==> images/layers.png <==
Two of the layers only.
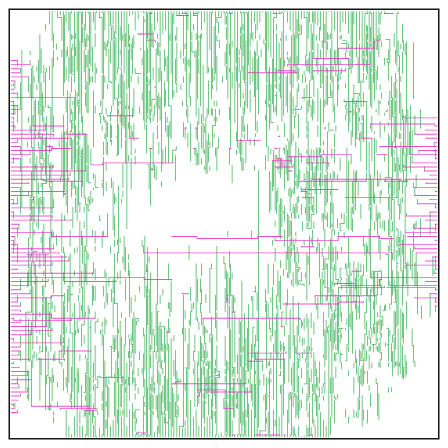
==> images/m1.png <==
Bar = 50 um. Supply wires on this layer in gray. Cells faint in the background.
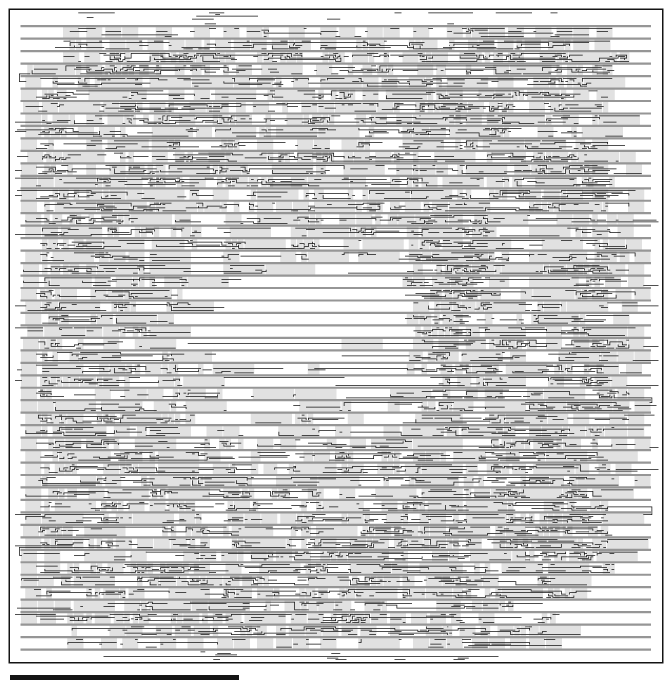
==> config.mk <==
export PLATFORM = sky130hd
export DESIGN_NAME = pq_share_ctrl_flat
export DESIGN_NICKNAME = d
export VERILOG_FILES = /design/src/rtl/pq_share_ctrl_if.sv /design/src/rtl/pq_share_ctrl.sv /design/src/flat_wrapper.sv
export SDC_FILE = /design/constraint.sdc
export NUM_CORES = 1
export LEC_CHECK = 0
export ABC_AREA = 0
export CORE_MARGIN = 2
export CORE_UTILIZATION = 45
export DETAILED_ROUTE_END_ITERATION = 6
export PLACE_DENSITY = 0.81
export SYNTH_ARGS = -nofsm -noshare
export SYNTH_HDL_FRONTEND = slang
export SYNTH_SLANG_ARGS = --single-unit
==> constraint.sdc <==
create_clock -name system1000 -period 6.9 [get_ports system1000]
set_clock_uncertainty 0.15 [all_clocks]
set_input_delay 1.035 -clock system1000 [delete_from_list [all_inputs] [get_ports system1000]]
set_output_delay 1.035 -clock system1000 [all_outputs]
set_load 0.01 [all_outputs]
==> results.sh <==
# physical design summary
export IMPL_outcome="complete, no violations"
export IMPL_period_used_pct=66.2
export IMPL_seqPwrFrac_pct=34.5
export IMPL_fmax_mhz=219
export IMPL_cts_resized=0
export IMPL_fin_area_mm2=0.0128
export IMPL_rsz0062_at_grt="false"
export IMPL_logic_family="simple AND/OR/NAND/NOR gates"
export IMPL_layout_top_cell="nand2_1"
export IMPL_cts_sinks=155
export IMPL_postSynthSeqShare_pct=45.1
export IMPL_syn_nets=1272
export IMPL_ant_nets=0
export IMPL_grt_pass1_vias=8297
export IMPL_xor_area_share_pct=0.815
export IMPL_ys_area_mm2=0.00860
export IMPL_finalSetupTns_ns=0
export IMPL_wl_per_cell_um=17.9
export IMPL_avgSynthCellArea_um2=8.18
export IMPL_clk_pin_slew_ns=0.07
export IMPL_max_slew_margin_pct=24.6
Notes on layers.png above:
layer	color	wire length
M3	magenta	1840 um
M2	green	14000 um
final WL: 28800 um
Overall Global Routing Usage: 28.5%
Via Count: 8463

Notes on m1.png above:
main direction	horizontal
longest straight run	86.0 um
share of all routed wire	42%
nets with wire on the layer	1366
grt met1 use: 36.7%

## metal layers
metal	vias up	part of all wire (%)	track usage (%)
li1	4079	-	-
met1	4027	42	36.7
met2	303	49	47.3
met3	54	6.4	5.82
met4	0	3.4	11.1
met5	-	0	0
## critical path, stage by stage, from the launching register on
cell and delay, ns:
dfrtp_4 0.94, nor2b_1 0.28, or3b_4 0.53, buf_4 0.53
nor2_1 0.11, clkdlybuf4s50_1 0.50
## power groups by stage
stage / combinational (uW) / sequential (uW) / clock, uW
global placement: 2300 / 1740 / 0
finish: 2360 / 1750 / 965
floorplan: 1420 / 1570 / 0
CTS: 2370 / 1740 / 974
detailed placement: 2360 / 1750 / 0
global route: 2590 / 1810 / 1010
No activity file was given, so power comes from the tool's default toggle rates.
